Fig. 1: run 1, clock network drawn from the DEF
The bar under the picture is 50 um long.
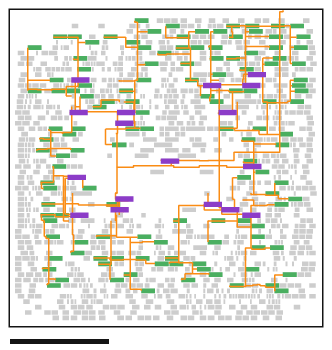
Fig. 2: run 1, PDN straps and rails
Pins as bars on the die edge. Tap cells in gray.
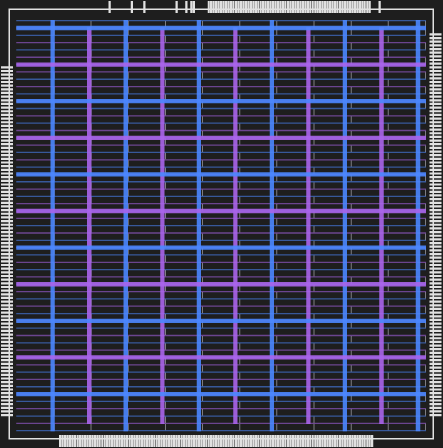
Fig. 3: run 1, cell classes on the final placement
The bar under the picture is 50 um long.
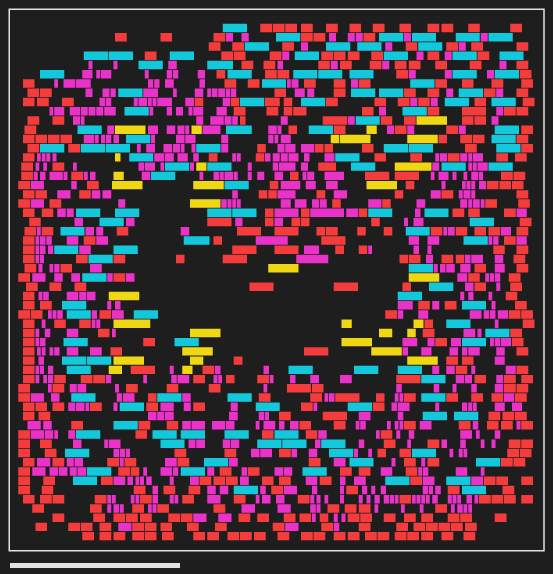
==> config.mk <==
export PLATFORM = sky130hd
export DESIGN_NAME = calc1_port_sequencer_flat
export DESIGN_NICKNAME = d
export VERILOG_FILES = /design/src/rtl/calc1_port_sequencer_if.sv /design/src/rtl/calc1_port_sequencer.sv /design/src/flat_wrapper.sv
export SDC_FILE = /design/constraint.sdc
export NUM_CORES = 1
export LEC_CHECK = 0
export ABC_AREA = 0
export CAP_MARGIN = 40
export CORE_AREA = 2 2 155 157
export DETAILED_ROUTE_END_ITERATION = 6
export DIE_AREA = 0 0 157 159
export HOLD_SLACK_MARGIN = 0.12
export PLACE_DENSITY_LB_ADDON = 0.2
export SLEW_MARGIN = 20
export SYNTH_ARGS = -nofsm -noshare
export SYNTH_HDL_FRONTEND = slang
export SYNTH_SLANG_ARGS = --single-unit
==> constraint.sdc <==
create_clock -name c_clk -period 2.6 [get_ports c_clk]
set_clock_uncertainty 0.2 [all_clocks]
set_input_delay 0.26 -clock c_clk [delete_from_list [all_inputs] [get_ports c_clk]]
set_output_delay 0.26 -clock c_clk [all_outputs]
set_load 0.05 [all_outputs]
==> CHANGELOG.md, run 1 <==
### Changed

* Vias post-DR at 7483
* Vias in the first global route at 7677
* Worst slew pin tran at 0.576 ns
* Post-layout period usage of the worst path at 99.2%
* Post-synth area hogs: dfxtp_1, nand2_1, nand3_1
* Layout Cells excl Fill at 1518
* Relative slew slack at 61.5%
* Met2 wire len at 14100 um
* Fin. Hold Viols at 0
* Number of enable flip-flop cells at 0
* Top cell excl fill/tap: clkdlybuf4s50_1
* Post_cts resized at 7
* Metal3 WL at 2300 um
* Pin count of the biggest net entering global routing at 46
* Dpl cells at 1482
* Remaining Overflow, GRT at 0
* CP Class: reg -> out
* P_comb at 0.00557 W
* Slowest stage delay, CP at 0.44 ns
* Critical path startpoint category: register
* Yosys Chip Area at 6350 um2
* Routed vias/inst at 4.93
* Status: finished, final reports clean
* Warnings from Yosys at 0
* Top non-seq family: simple AND/OR/NAND/NOR gates
* Cell Type Count at 62
* Global-route wire length before repair at 43600 um
* Sequential element share of the synthesized area at 40.7%
* Max clock buf depth at 2
* Final worst slack at 0.0211 ns
* Peak Freq at 388 MHz
* Nets at Floorplan at 1081
* Logic pwr share at 51.8%
* XOR-XNOR Cells, Area Fraction at 1.24%
* Crit path depth at 5
* Post-synth top area cell: dfxtp_1
* Synthesized area at 6350 um2
* Most frequent cell after synthesis: nand2_1
* Max FO, Critical Path at 4
* Tool warnings at 29
* R2r setup slk at 0.13 ns
* Placer Congestion at 0.905
* Hold path depth at 2
* # fillers at 2209
* Register area at 2590 um2
* RSZ-0062 raised after global routing: yes
* Clock-net power at 0.00246 W
* Layout cells sized above 1 at 12.3%
* Post-route DRC at 0
* Final Power at 0.0108 W
* Mapped Cells at 766
* CTS H-tree lvls at 4
* Post-CTS setup buffers at 2
* Critical-path top delay cell: or3_4
* CTS Sinks at 129
* CTS buffer count at 17
* Initial antenna violation count at 0
* ANT cells at 0
* Ys cells at 766
* Switch share at 41.6%
* Post-DRT Antenna Nets at 0
* GR Util met3 at 5.50%
About Fig. 1:
flip-flops: shown in green, count 129. clock wires: shown in orange, length 1970 um. clock drivers: shown in purple, count 17.
There are 18 routed clock nets.
power share of the clock group: 22.9%
Clock Latency Late Sink: 0.41 ns

About Fig. 2:
VSS: shown in blue. VDD: shown in purple.
The core has 56 rows. 319 tap cells.
core area: 23200 um2
chip height: 159 um
Horiz. Die Dim: 157 um

About Fig. 3:
combinational and other logic: shown in magenta, cells 573, share of their area 31%. clock drivers and dummy loads: shown in yellow, cells 32, share of their area 5.2%. sequential cells: shown in cyan, cells 129, share of their area 22%. remaining buffers and delay cells: shown in red, cells 465, share of their area 41%.
Site Rows: 56
Final Util: 51.3%
flop share of the area: 21.7%
final instance area: 11900 um2

==> run 1: cell type report <==
| cell class | count | area share (%) |
|---|---|---|
| tap | 319 | 3.35 |
| clock inverter | 15 | 1.47 |
| multi-input combinational | 562 | 29.8 |
| inverter | 11 | 0.347 |
| timing repair buffer | 465 | 39.7 |
| clock buffer | 17 | 3.57 |
| sequential | 129 | 21.7 |
==> run 1: stage by stage <==
| stage | util [%] | area [um2] | setup TNS (ns) |
|---|---|---|---|
| finish | 51.3 | 11900 | 0 |
| global route | 51.3 | 11900 | -0.105 |
| CTS | 51.3 | 11900 | -0.0278 |
| detailed placement | 48.5 | 11200 | -0.968 |
| global placement | 48.5 | 11200 | 0 |
| floorplan | - | 6380 | 0 |
Fig. 4: run 1, gate families picked out
The bar under the picture is 50 um long.
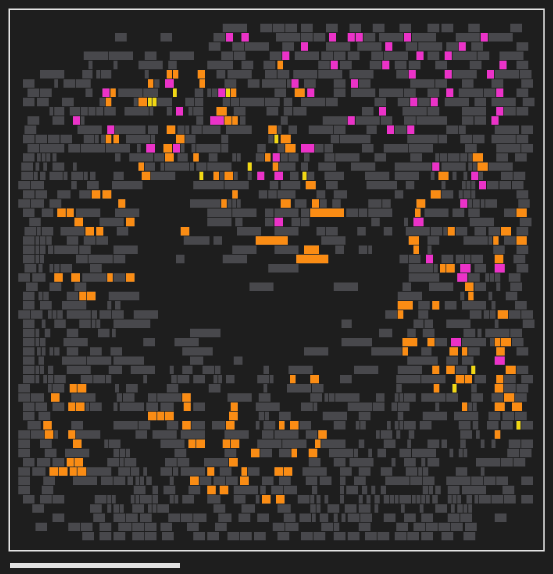

==> run 2, diff against run 1 <==
Settings changed: TNS_END_PERCENT set to 50.
Fig. 5: run 2, gate families picked out
The bar under the picture is 50 um long.
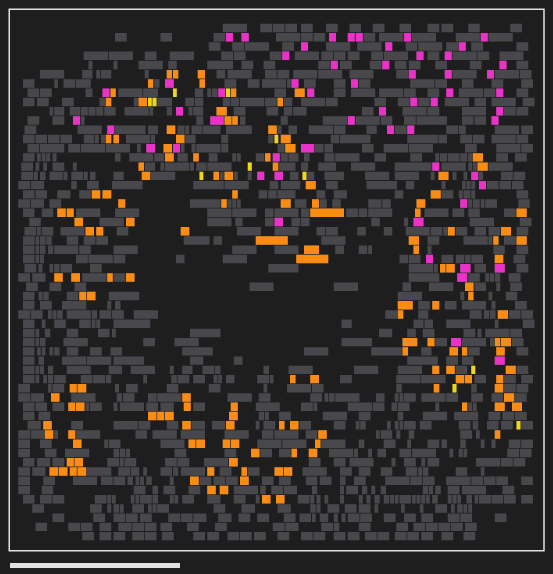
inv cells: shown in yellow, cells 11, most used inv_1. aoi and oai cells: shown in orange, cells 146, most used a22oi_1, where spread over the die. and/or cells: shown in magenta, cells 57, most used and2_1.
Top cell excl fill/tap: clkdlybuf4s50_1
Layout Cells excl Fill: 1517

Fig. 6: run 2, clock routing
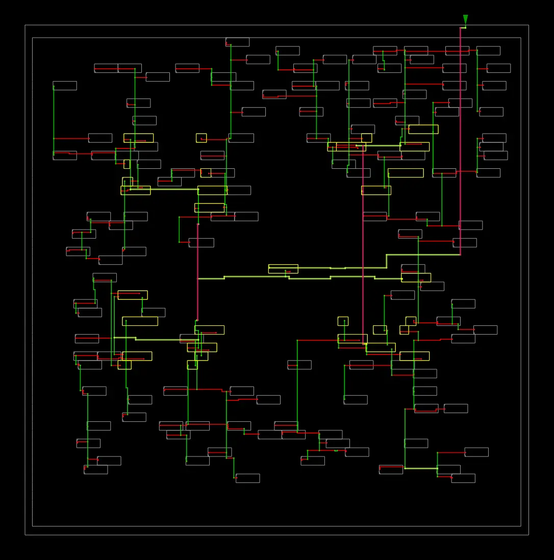
flop count: 129
clock-net power: 0.00247 W

==> CHANGELOG.md, run 2 <==
### Changed

* Status: finished, final reports clean
* # fillers at 2209 (unchanged)
* Clk tree area frac at 5.05% (about the same)
* Synthesized area at 6350 um2 (unchanged)
* Global-route wire length before repair at 43600 um (unchanged)
* Largest cell class by area: non-clock buffers
* Hold path depth at 2 (unchanged)
* Dpl cells at 1482 (unchanged)
* Post-DRT Antenna Nets at 0 (unchanged)
* Metal3 WL at 2310 um (+0.30%)
* Fin. Hold Viols at 0 (unchanged)
* CTS buffer count at 17 (unchanged)
* Initial antenna violation count at 0 (unchanged)
* Remaining Overflow, GRT at 0 (unchanged)
* Peak Freq at 386 MHz (-0.53%)
* Cell Type Count at 62 (unchanged)
* N_taps at 319 (unchanged)
* GR Util met3 at 5.50% (unchanged)
* RSZ-0062 raised after global routing: yes
* Relative slew slack at 61.5% (about the same)
* Buffers, non-clock at 464 (-0.22%)
* Signal inverters at 11 (unchanged)
* Pin count of the biggest net entering global routing at 46 (unchanged)
* Site Rows at 56 (unchanged)
* Layout cells sized above 1 at 12.3% (-0.073 points)
* Signal buf overhead at 39.7% (-0.051 points)
* R2r setup slk at 0.12 ns (about the same)
* Ys cells at 766 (unchanged)
* XOR-XNOR Cells, Area Fraction at 1.24% (unchanged)
* CTS H-tree lvls at 4 (unchanged)
* Final Util at 51.3% (about the same)
* Most frequent cell after synthesis: nand2_1
* Met2 wire len at 14000 um (-0.43%)
* CP Class: reg -> out
* Vias post-DR at 7499 (+0.21%)
* Vias in the first global route at 7677 (unchanged)
Fig. 7: run 2, clock network drawn from the DEF
The bar under the picture is 50 um long.
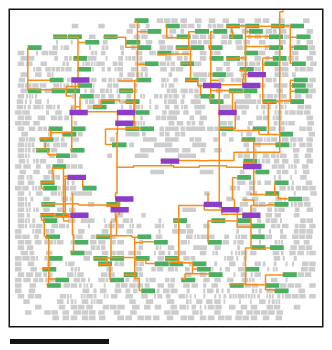
flip-flops: shown in green, count 129. clock drivers: shown in purple, count 17. clock wires: shown in orange, length 1970 um.
There are 18 routed clock nets.

-- run 2: through the flow --
stage / hold slack (ns) / worst slack [ns] / total power, W
2_1_floorplan: 0.151 / 0.00737 / 0.00586
3_3_place_gp: 0.245 / 0.0128 / 0.00827
3_5_place_dp: 0.243 / -0.0447 / 0.00831
4_1_cts: 0.174 / -0.0278 / 0.0109
5_1_grt: 0.187 / -0.0607 / 0.0113
6_report: 0.197 / 0.00745 / 0.0108
-- run 2: where the power goes --
part	leakage (nW)	internal, W	switching (W)
Combinational	3.16	0.00235	0.00322
Clock	0.291	0.00145	0.00102
Sequential	1.05	0.00248	0.000250
-- run 2: critical path, cell delays in order, from the launching register on --
cell      delay (ns)
dfxtp_2         0.32
or3_4           0.42
or3_4           0.45
a311oi_4        0.26
buf_12          0.15
buf_12          0.13
Power and IR drop assume default switching activity.
